File: config.mk
export PLATFORM = sky130hd
export DESIGN_NAME = tx_pkt_fifo_ctrl
export DESIGN_NICKNAME = d
export VERILOG_FILES = /design/src/rtl/tx_fifo_pkg.sv /design/src/rtl/pkt_len_fifo.sv /design/src/rtl/tx_pkt_fifo_ctrl.sv
export SDC_FILE = /design/constraint.sdc
export NUM_CORES = 1
export LEC_CHECK = 0
export CAP_MARGIN = 15
export CORE_MARGIN = 2
export CORE_UTILIZATION = 55
export CTS_CLUSTER_SIZE = 12
export DETAILED_ROUTE_END_ITERATION = 16
export PLACE_DENSITY = 0.85
export RECOVER_POWER = 25
export SLEW_MARGIN = 20
export SYNTH_ARGS = -nofsm -noshare
export SYNTH_HDL_FRONTEND = slang
export SYNTH_HIERARCHICAL = 1
export SYNTH_SLANG_ARGS = --single-unit
File: constraint.sdc
create_clock -name clk -period 6.5 [get_ports clk]
set_input_delay 1.95 -clock clk [delete_from_list [all_inputs] [get_ports clk]]
set_output_delay 1.95 -clock clk [all_outputs]
set_load 0.02 [all_outputs]
File: src/rtl/tx_fifo_pkg.sv
// Shared state encodings and default sizes for the tx packet FIFO controller.
package tx_fifo_pkg;
    localparam int DWIDTH_DEF    = 32;
    localparam int AWIDTH_DEF    = 10;
    localparam int LEN_DEPTH_DEF = 16;

    typedef enum logic [1:0] {
        W_IDLE = 2'd0,
        W_PKT  = 2'd1,
        W_DROP = 2'd2
    } wr_state_e;

    typedef enum logic [0:0] {
        R_IDLE = 1'b0,
        R_PKT  = 1'b1
    } rd_state_e;
endpackage

File: src/rtl/pkt_len_fifo.sv
// Registered FIFO of committed packet lengths; push is ignored when full, pop when empty.
module pkt_len_fifo #(
    parameter int DEPTH = 16,
    parameter int WIDTH = 11
) (
    input  logic             clk,
    input  logic             rst_n,
    input  logic             push,
    input  logic [WIDTH-1:0] din,
    input  logic             pop,
    output logic [WIDTH-1:0] dout,
    output logic             full,
    output logic             empty
);
    localparam int PW = (DEPTH > 1) ? $clog2(DEPTH) : 1;
    localparam int CW = $clog2(DEPTH + 1);

    logic [WIDTH-1:0] mem [DEPTH];
    logic [PW-1:0]    wp, rp;
    logic [CW-1:0]    count;
    logic             push_ok, pop_ok;

    assign full    = (count == CW'(DEPTH));
    assign empty   = (count == '0);
    assign push_ok = push && !full;
    assign pop_ok  = pop && !empty;
    assign dout    = mem[rp];

    // Explicit wrap so DEPTH need not be a power of two.
    function automatic logic [PW-1:0] nxt(input logic [PW-1:0] p);
        return (p == PW'(DEPTH - 1)) ? '0 : p + 1'b1;
    endfunction

    always_ff @(posedge clk) begin
        if (push_ok) mem[wp] <= din;
    end

    always_ff @(posedge clk or negedge rst_n) begin
        if (!rst_n) begin
            wp    <= '0;
            rp    <= '0;
            count <= '0;
        end else begin
            if (push_ok) wp <= nxt(wp);
            if (pop_ok)  rp <= nxt(rp);
            case ({push_ok, pop_ok})
                2'b10:   count <= count + 1'b1;
                2'b01:   count <= count - 1'b1;
                default: count <= count;
            endcase
        end
    end
endmodule

File: src/rtl/tx_pkt_fifo_ctrl.sv
// Store-and-forward tx packet FIFO: packets are released only after eop commits them.
// Define TX_FIFO_STATS_EN to enable the pkt_cnt/drop_cnt counters (tied to 0 otherwise).
module tx_pkt_fifo_ctrl
    import tx_fifo_pkg::*;
#(
    parameter int DWIDTH    = DWIDTH_DEF,
    parameter int AWIDTH    = AWIDTH_DEF,
    parameter int LEN_DEPTH = LEN_DEPTH_DEF
) (
    input  logic                           clk,
    input  logic                           rst_n,
    input  logic                           s_valid,
    input  logic                           s_sop,
    input  logic                           s_eop,
    input  logic [DWIDTH-1:0]              s_data,
    output logic                           s_ready,
    output logic                           m_valid,
    output logic                           m_sop,
    output logic                           m_eop,
    output logic [DWIDTH-1:0]              m_data,
    input  logic                           m_ready,
    output logic [AWIDTH-1:0]              mem_waddr,
    output logic [DWIDTH-1:0]              mem_wdata,
    output logic                           mem_write,
    output logic [AWIDTH-1:0]              mem_raddr,
    input  logic [DWIDTH-1:0]              mem_rdata,
    output logic [$clog2(LEN_DEPTH+1)-1:0] pkt_cnt,
    output logic [15:0]                    drop_cnt,
    output wr_state_e                      dbg_wr_state,
    output rd_state_e                      dbg_rd_state
);
    localparam int PW = AWIDTH + 1;
    localparam int CW = $clog2(LEN_DEPTH + 1);
    localparam logic [PW-1:0] DEPTH = {1'b1, {AWIDTH{1'b0}}};

    wr_state_e     wr_state, wr_next;
    rd_state_e     rd_state;
    logic [PW-1:0] wr_ptr, commit_ptr, rd_ptr, remaining;
    logic [PW-1:0] eff_ptr, eff_ptr_inc, wr_ptr_next, commit_ptr_next, len_din, len_dout;
    logic          s_fire, restart, data_word, ovf, first;
    logic          len_push, len_pop, len_full, len_empty;

    // Handshake: a word moves on either side exactly in a cycle where valid and ready are both
    // high at the rising edge; valid never waits on ready, and m_* holds while m_valid & !m_ready.
    always_comb begin
        s_ready = 1'b0;
        if (rst_n) s_ready = (wr_state == W_IDLE) ? !len_full : 1'b1;
    end

    assign s_fire      = s_valid && s_ready;
    assign restart     = (wr_state == W_PKT) && s_sop;
    assign data_word   = s_fire && (s_sop || (wr_state == W_PKT));
    // A sop inside a packet rewinds to the last commit point before the word is placed.
    assign eff_ptr     = restart ? commit_ptr : wr_ptr;
    assign eff_ptr_inc = eff_ptr + 1'b1;
    assign ovf         = ((eff_ptr - rd_ptr) == DEPTH);
    assign mem_write   = data_word && !ovf;
    assign mem_waddr   = eff_ptr[AWIDTH-1:0];
    assign mem_wdata   = s_data;
    assign len_push    = mem_write && s_eop;
    assign len_din     = eff_ptr_inc - commit_ptr;

    always_comb begin
        wr_next         = wr_state;
        wr_ptr_next     = wr_ptr;
        commit_ptr_next = commit_ptr;
        if (s_fire) begin
            if (data_word) begin
                if (ovf) begin
                    wr_ptr_next = commit_ptr;
                    wr_next     = s_eop ? W_IDLE : W_DROP;
                end else if (s_eop) begin
                    wr_ptr_next     = eff_ptr_inc;
                    commit_ptr_next = eff_ptr_inc;
                    wr_next         = W_IDLE;
                end else begin
                    wr_ptr_next = eff_ptr_inc;
                    wr_next     = W_PKT;
                end
            end else if ((wr_state == W_DROP) && s_eop) begin
                wr_next = W_IDLE;
            end
        end
    end

    always_ff @(posedge clk or negedge rst_n) begin
        if (!rst_n) begin
            wr_state   <= W_IDLE;
            wr_ptr     <= '0;
            commit_ptr <= '0;
        end else begin
            wr_state   <= wr_next;
            wr_ptr     <= wr_ptr_next;
            commit_ptr <= commit_ptr_next;
        end
    end

    pkt_len_fifo #(
        .DEPTH (LEN_DEPTH),
        .WIDTH (PW)
    ) u_len_fifo (
        .clk   (clk),
        .rst_n (rst_n),
        .push  (len_push),
        .din   (len_din),
        .pop   (len_pop),
        .dout  (len_dout),
        .full  (len_full),
        .empty (len_empty)
    );

    assign m_valid   = (rd_state == R_PKT);
    assign m_sop     = m_valid && first;
    assign m_eop     = m_valid && (remaining == PW'(1));
    assign m_data    = mem_rdata;
    assign mem_raddr = rd_ptr[AWIDTH-1:0];
    assign len_pop   = m_valid && m_ready && m_eop;

    always_ff @(posedge clk or negedge rst_n) begin
        if (!rst_n) begin
            rd_state  <= R_IDLE;
            rd_ptr    <= '0;
            remaining <= '0;
            first     <= 1'b0;
        end else begin
            case (rd_state)
                R_IDLE: if (!len_empty) begin
                    remaining <= len_dout;
                    first     <= 1'b1;
                    rd_state  <= R_PKT;
                end
                default: if (m_ready) begin
                    rd_ptr    <= rd_ptr + 1'b1;
                    remaining <= remaining - 1'b1;
                    first     <= 1'b0;
                    if (m_eop) rd_state <= R_IDLE;
                end
            endcase
        end
    end

    assign dbg_wr_state = wr_state;
    assign dbg_rd_state = rd_state;

`ifdef TX_FIFO_STATS_EN
    logic [15:0]   drop_q;
    logic [CW-1:0] pkt_q;
    logic [1:0]    drop_inc;
    logic [16:0]   drop_sum;

    // A restart that itself overflows loses two packets in one cycle.
    assign drop_inc = {1'b0, s_fire && restart} + {1'b0, data_word && ovf};
    assign drop_sum = {1'b0, drop_q} + {15'd0, drop_inc};

    always_ff @(posedge clk or negedge rst_n) begin
        if (!rst_n) begin
            drop_q <= '0;
            pkt_q  <= '0;
        end else begin
            drop_q <= drop_sum[16] ? 16'hFFFF : drop_sum[15:0];
            if (len_push && !len_pop)      pkt_q <= pkt_q + 1'b1;
            else if (len_pop && !len_push) pkt_q <= pkt_q - 1'b1;
        end
    end

    assign pkt_cnt  = pkt_q;
    assign drop_cnt = drop_q;
`else
    assign pkt_cnt  = '0;
    assign drop_cnt = '0;
`endif
endmodule

**Run 1: drive-strength map**

Drawn at 2 px/um.
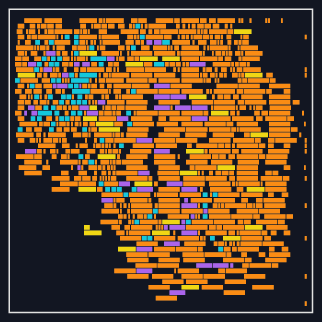
colour	size	cells	most used
orange	drive 1 or less	782	edfxtp_1
yellow	drive 6 and up	29	clkbuf_16
cyan	drive 3 to 4	79	buf_4
purple	drive 2	52	mux4_2
nonclk buf count: 107
fin worst setup slack: 166 ps

**Run 1: sequential cells grouped by signal name**

Drawn at 2 px/um.
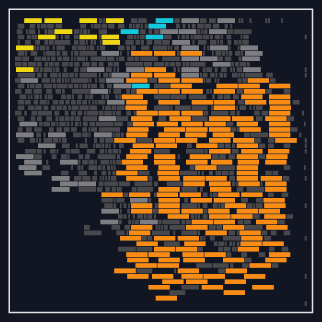
colour	name in the netlist	flops
orange	u_len_fifo/mem	176
cyan	u_len_fifo/count	5
yellow	rd_ptr	11
not coloured	45
final core occ: 0.622
flip-flop and latch power: 2.63 mW
Sequential cell area: 6810 um^2
flip-flop and latch share of the layout cell area: 0.519

**Run 1: cells coloured by class**

Drawn at 3 px/um.
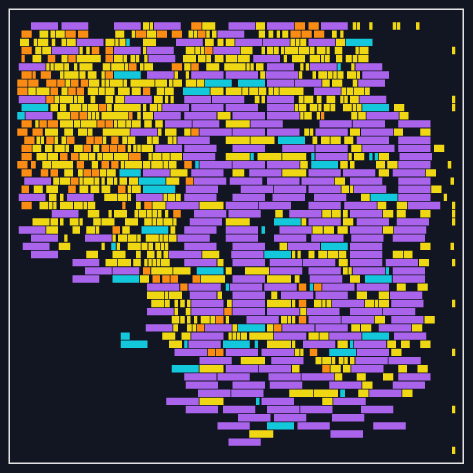
colour	class	cells
cyan	clock drivers and dummy loads	46
orange	other buffers and delay cells	107
purple	flip-flops	237
yellow	all other logic	552
area of the core: 21,100 um^2
summed area of non-filler cells in the final layout: 13,100 um^2

**Run 1: the metal 3 layer**

Drawn at 2 px/um.
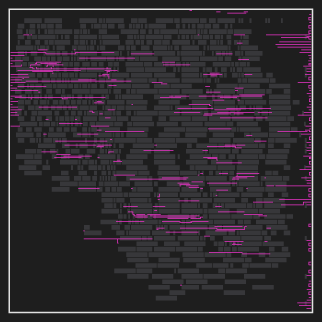
main direction	horizontal
nets with wire on the layer	181
share of all routed wire	7.1%
Global Route met3 Usage: 0.0346
vias post-DR: 7,369
final routed wirelength across all metal layers: 26.7 mm

==> impl_table.tex, run 1 <==
% Implementation results table
\begin{tabular}{lr}
\hline
Metric & Value \\
\hline
\multicolumn{2}{l}{\textbf{Global routing}} \\
Global route overflow & 0 \\
Met1 global-route usage & 0.301 \\
Wire length of the first global-routing pass & 41.2 mm \\
Maximum number of pins on one net before global-route repair & 63 \\
\multicolumn{2}{l}{\textbf{Run}} \\
\# Max-Cap Violations & 3 \\
\multicolumn{2}{l}{\textbf{Final layout}} \\
Most flop-heavy register & u\_len\_fifo/mem \\
Inserted Diodes & 0 \\
Most common library cell in the layout ignoring fill and taps & edfxtp\_1 \\
Multi-input logic portion of the cell area & 0.320 \\
Count of clock buffers in the final design & 39 \\
Synthesis-to-finish area growth & 10.5\% \\
Leading cell kind & registers \\
Num sequential & 237 \\
Layout net count & 1,027 \\
Share of final-layout standard cells stronger than drive strength 1 & 0.170 \\
\multicolumn{2}{l}{\textbf{CTS}} \\
Clock tree from TritonCTS & yes \\
Total clock buffers created by CTS & 25 \\
Clock-pin slew reported for the worst setup and hold paths after clock tree synthesis & 50 ps \\
CTS max path bufs & 3 \\
Count of instances resized after the clock tree is built & 13 \\
Clock sink count & 237 \\
Clock Tree Root & clkbuf\_16 \\
Post-CTS setup repair buffer count & 9 \\
\multicolumn{2}{l}{\textbf{Routing}} \\
Number of DRC markers after the initial detailed-route iteration & 644 \\
Average vias per placed instance & 6.06 \\
WL per Instance & 22.0 um \\
\multicolumn{2}{l}{\textbf{Synthesis}} \\
Average footprint of a synthesized cell & 13.2 um\^{}2 \\
Synth area leaders & edfxtp\_1 45\%, dfrtp\_1 13\%, buf\_4 6.4\% \\
Total standard cell area after synthesis & 11,900 um\^{}2 \\
Simple-gate area share of the yosys netlist & 0.0705 \\
Area fraction in full adders, half adders and majority gates & 0.0371 \\
Share of the synthesized netlist area taken by xor and xnor gates & 0.0359 \\
Async set or reset register ratio after synthesis & 0.257 \\
Count of warnings emitted by yosys & 6 \\
MUX area fraction & 0.107 \\
Total cell area reported by yosys after synthesis & 11,900 um\^{}2 \\
Yosys top cell by area & edfxtp\_1 \\
Yosys reg bits & 237 \\
Flip-flops with a built-in enable & 176 \\
\multicolumn{2}{l}{\textbf{Die}} \\
Placement row count & 53 \\
Number of top-level pins & 183 \\
Total die size & 22,800 um\^{}2 \\
Pre-Place Util & 0.563 \\
\multicolumn{2}{l}{\textbf{Power}} \\
Combinational Power Share & 0.336 \\
Group with the largest share of power & registers \\
Share of total power in sequential cells & 0.440 \\
Power of the clock network & 1.34 mW \\
Power share of the clock group & 0.224 \\
Worst vdd rail ir drop & 0.000358 V \\
\multicolumn{2}{l}{\textbf{Worst hold path}} \\
Hold path depth & 1 \\
Worst hold path type & reg -> reg \\
Worst min-delay path startpoint & rd\_ptr[8] \\
\multicolumn{2}{l}{\textbf{STA}} \\
Number of endpoints with negative hold slack in the final report & 0 \\
Final Cycle Share & 0.974 \\
Number of max-slew violations in the final report & 137 \\
Minimum clock period & 6330 ps \\
Remaining max-slew budget at the tightest pin & -1.28 \\
Fin Clk Skew & 25.2 ps \\
Post-route setup TNS & 0 ps \\
RSZ-0062 raised after global routing & false \\
Achievable Freq & 158 MHz \\
Smallest hold slack & 504 ps \\
\multicolumn{2}{l}{\textbf{Setup path}} \\
Cell Chain, Critical Path & clkbuf\_2 -> and3b\_2 -> mux2i\_1 -> inv\_1 -> ha\_4 -> nand3\_2 -> o211a\_1 -> or3\_1 -> a2111o\_1 -> nor2\_2 -> nor2\_1 -> buf\_4 \\
Capture point of the critical path & mem\_write \\
Critical Path End Type & primary output \\
Worst r2r dst & remaining[0] \\
CP Data Required Time & 4550 ps \\
Buffer-and-inverter tally for the worst setup path & 3 \\
Crit path depth & 12 \\
Crit path max-delay family & simple AND/OR/NAND/NOR gates \\
Register-to-Register Path Depth & 7 \\
\multicolumn{2}{l}{\textbf{Placed design}} \\
Final weighted congestion in routability-driven placement & 0.908 \\
Setup slack at placement & -752 ps \\
Standard cell area after detailed placement & 12,200 um\^{}2 \\
Number of placed instances, taps included & 1,161 \\
\multicolumn{2}{l}{\textbf{Status}} \\
Violated checks & capacitance limit, slew limit \\
Result of the run & finished, violations left \\
\hline
\end{tabular}
--- run 2 (diff from run 1) ---
Settings changed: CTS_CLUSTER_DIAMETER from default to 200.
Clock period 6.5 ns to 7.2 ns, I/O delays scaled along.
**Run 2: sequential cells grouped by signal name**

Drawn at 2 px/um.
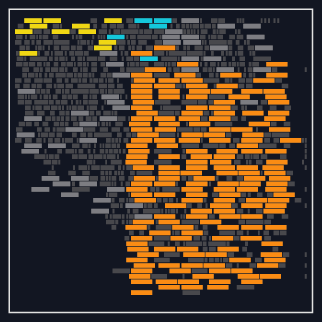
colour	name in the netlist	flops
orange	u_len_fifo/mem	176
yellow	rd_ptr	11
cyan	u_len_fifo/count	5
flip-flop and latch power: 2.37 mW
flip-flop and latch share of the layout cell area: 0.527
final core occ: 0.613

**Run 2: cell placement**

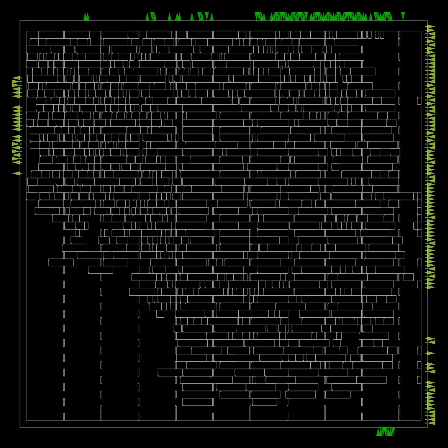
num sequential: 237
filler cell count in the final layout: 1,542
placement row count: 53

**Run 2: drive-strength map**

Drawn at 2 px/um.
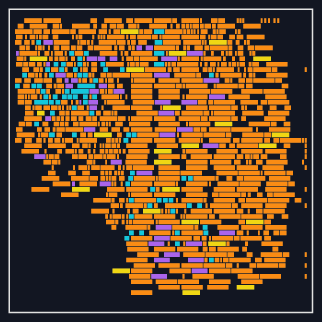
colour	size	cells	most used
yellow	drive 6 and up	24	clkbuf_16
purple	drive 2	46	mux4_2
orange	drive 1 or less	788	edfxtp_1
cyan	drive 3 to 4	73	buf_4
summed area of non-filler cells in the final layout: 12,900 um^2
fin worst setup slack: 197 ps

==> run 2 against run 1 <==
Combinational power down 13%. Flip-flop count did not move. Clock skew down 7.2 ps. Design area is 1.4% lower. Largest power group unchanged. The run still ends with capacitance limit, slew limit left. Wire length rose by 2.5%. Via count is 0.65% higher. Die size unchanged. Non-clock buffer count down 6. Highest routed layer unchanged. Global-route usage up 0.30 points.
==> impl_table.tex, run 2 <==
% Implementation results table
\begin{tabular}{lr}
\hline
Metric & Value \\
\hline
\multicolumn{2}{l}{\textbf{Synthesis}} \\
Synth area leaders & edfxtp\_1 45\%, dfrtp\_1 13\%, buf\_4 6.4\% \\
Yosys top cell by area & edfxtp\_1 \\
MUX area fraction & 0.107 (unchanged) \\
Yosys reg bits & 237 (unchanged) \\
Top-area cell type share of the netlist area & 0.446 \\
Share of the synthesized netlist area taken by xor and xnor gates & 0.0359 (unchanged) \\
Number of cells produced by synthesis & 899 \\
Area fraction in full adders, half adders and majority gates & 0.0371 (unchanged) \\
Async set or reset register ratio after synthesis & 0.257 (unchanged) \\
Total cell area reported by yosys after synthesis & 11,900 um\^{}2 (unchanged) \\
Leading cell type by number of instances after synthesis & edfxtp\_1 \\
Total standard cell area after synthesis & 11,900 um\^{}2 (unchanged) \\
Largest combinational cell category by area & multiplexers \\
Average footprint of a synthesized cell & 13.2 um\^{}2 (unchanged) \\
Flip-flops with a built-in enable & 176 (unchanged) \\
Count of warnings emitted by yosys & 6 (unchanged) \\
Synth cell count leaders & 176 x edfxtp\_1, 101 x buf\_4, 66 x nand2\_1 \\
Simple-gate area share of the yosys netlist & 0.0705 (unchanged) \\
\multicolumn{2}{l}{\textbf{Setup path}} \\
Buffer-and-inverter tally for the worst setup path & 3 (unchanged) \\
Setup slack of the most critical reg-to-reg path & 1660 ps \\
Critical Path End Type & primary output \\
Capture point of the critical path & mem\_write \\
Type of the worst setup path & in -> out \\
Worst r2r dst & remaining[10] \\
Cell Chain, Critical Path & dlymetal6s2s\_1 -> and3b\_1 -> clkbuf\_1 -> mux2i\_2 -> ha\_2 -> nor2\_2 -> a221oi\_2 -> o211a\_1 -> o22ai\_1 -> a2111o\_1 -> nor2\_2 -> nor2\_1 -> buf\_4 \\
CP Data Required Time & 5040 ps (+490 ps) \\
Crit path max-delay family & AND-OR/OR-AND gates \\
Register-to-Register Path Depth & 7 (unchanged) \\
Reg2reg start & u\_len\_fifo/rp[0] \\
Crit path depth & 13 (+1) \\
\multicolumn{2}{l}{\textbf{Routing}} \\
Number of DRC markers after the initial detailed-route iteration & 706 (+9.6\%) \\
Final routed wirelength across all metal layers & 27.4 mm (+2.5\%) \\
Met3 WL post-DR & 2.26 mm \\
Vias post-DR & 7,417 (+0.65\%) \\
Average vias per placed instance & 6.15 (+1.6\%) \\
WL per Instance & 22.7 um (+3.5\%) \\
Residual DRC & 0 \\
\multicolumn{2}{l}{\textbf{STA}} \\
Remaining max-slew budget at the tightest pin & -1.38 (-0.105) \\
Final Cycle Share & 0.973 \\
Fin Clk Skew & 18.0 ps (-7.19 ps) \\
Slew at the pin with the worst max-slew slack & 3570 ps \\
Post-route setup TNS & 0 ps (unchanged) \\
Number of endpoints with negative hold slack in the final report & 0 (unchanged) \\
RSZ-0062 raised after global routing & false \\
Smallest hold slack & 502 ps (-2.16 ps) \\
Achievable Freq & 143 MHz \\
Number of max-slew violations in the final report & 113 (-18\%) \\
Minimum clock period & 7000 ps \\
\multicolumn{2}{l}{\textbf{Global routing}} \\
Maximum number of pins on one net before global-route repair & 63 (unchanged) \\
Global route overflow & 0 (unchanged) \\
Wire length of the first global-routing pass & 41.5 mm (+0.67\%) \\
Global Route met3 Usage & 0.0404 (+0.00572) \\
Met1 global-route usage & 0.290 (-0.0107) \\
Initial antenna violation count & 0 \\
Total GRT Usage & 0.240 \\
\multicolumn{2}{l}{\textbf{Final layout}} \\
Multi-input logic portion of the cell area & 0.322 (+0.00227) \\
Nonclk buf count & 101 (-5.6\%) \\
Most frequent cells in the layout & 176 x edfxtp\_1, 66 x nand2\_1, 65 x buf\_4, 61 x dfrtp\_1, 56 x mux2i\_1 \\
Synthesis-to-finish area growth & 9.04\% \\
Invs w/o clock & 38 \\
Count of clock buffers in the final design & 39 (unchanged) \\
Layout net count & 1,020 (-0.68\%) \\
Leading cell kind & registers \\
Inserted Diodes & 0 (unchanged) \\
Sequential cell area & 6810 um\^{}2 (unchanged) \\
Most common library cell in the layout ignoring fill and taps & edfxtp\_1 \\
Most flop-heavy register & u\_len\_fifo/mem \\
Comb\_multi\_in & 515 \\
Share of final-layout standard cells stronger than drive strength 1 & 0.154 (-0.0163) \\
\multicolumn{2}{l}{\textbf{Worst hold path}} \\
Worst min-delay path startpoint & rd\_ptr[8] \\
Hold path depth & 1 (unchanged) \\
Worst hold path type & reg -> reg \\
\multicolumn{2}{l}{\textbf{Die}} \\
Pre-Place Util & 0.563 (unchanged) \\
Height of the die & 151 um \\
Area of the core & 21,100 um\^{}2 (unchanged) \\
Number of top-level pins & 183 (unchanged) \\
Total die size & 22,800 um\^{}2 (unchanged) \\
\multicolumn{2}{l}{\textbf{CTS}} \\
Post-CTS setup repair buffer count & 4 (-5) \\
CTS max path bufs & 3 (unchanged) \\
Clock Tree Root & clkbuf\_16 \\
Total clock buffers created by CTS & 23 (-8.0\%) \\
Clock tree from TritonCTS & yes \\
Clock-pin slew reported for the worst setup and hold paths after clock tree synthesis & 60 ps (about the same) \\
Clock sink count & 237 (unchanged) \\
Count of instances resized after the clock tree is built & 9 (-4) \\
\multicolumn{2}{l}{\textbf{Placed design}} \\
Number of I/O port buffers & 33 \\
Number of placed instances, taps included & 1,156 (-0.43\%) \\
Standard cell area after detailed placement & 12,200 um\^{}2 (-0.35\%) \\
Final weighted congestion in routability-driven placement & 0.940 (+3.5\%) \\
Setup slack at placement & -470 ps (+281 ps) \\
\multicolumn{2}{l}{\textbf{Run}} \\
\# Max-Cap Violations & 2 (-1) \\
\multicolumn{2}{l}{\textbf{Power}} \\
Share of total power in sequential cells & 0.458 (+0.018) \\
Combinational Power Share & 0.336 (about the same) \\
Power share of the clock group & 0.206 (-0.018) \\
Worst vdd rail ir drop & 0.000300 V (-16\%) \\
Group with the largest share of power & registers \\
Sw frac & 0.337 \\
Power of the clock network & 1.07 mW (-20\%) \\
Total power of the final layout & 5.17 mW \\
\multicolumn{2}{l}{\textbf{Status}} \\
Result of the run & finished, violations left \\
Violated checks & capacitance limit, slew limit \\
\hline
\end{tabular}
Power and IR drop assume default switching activity.
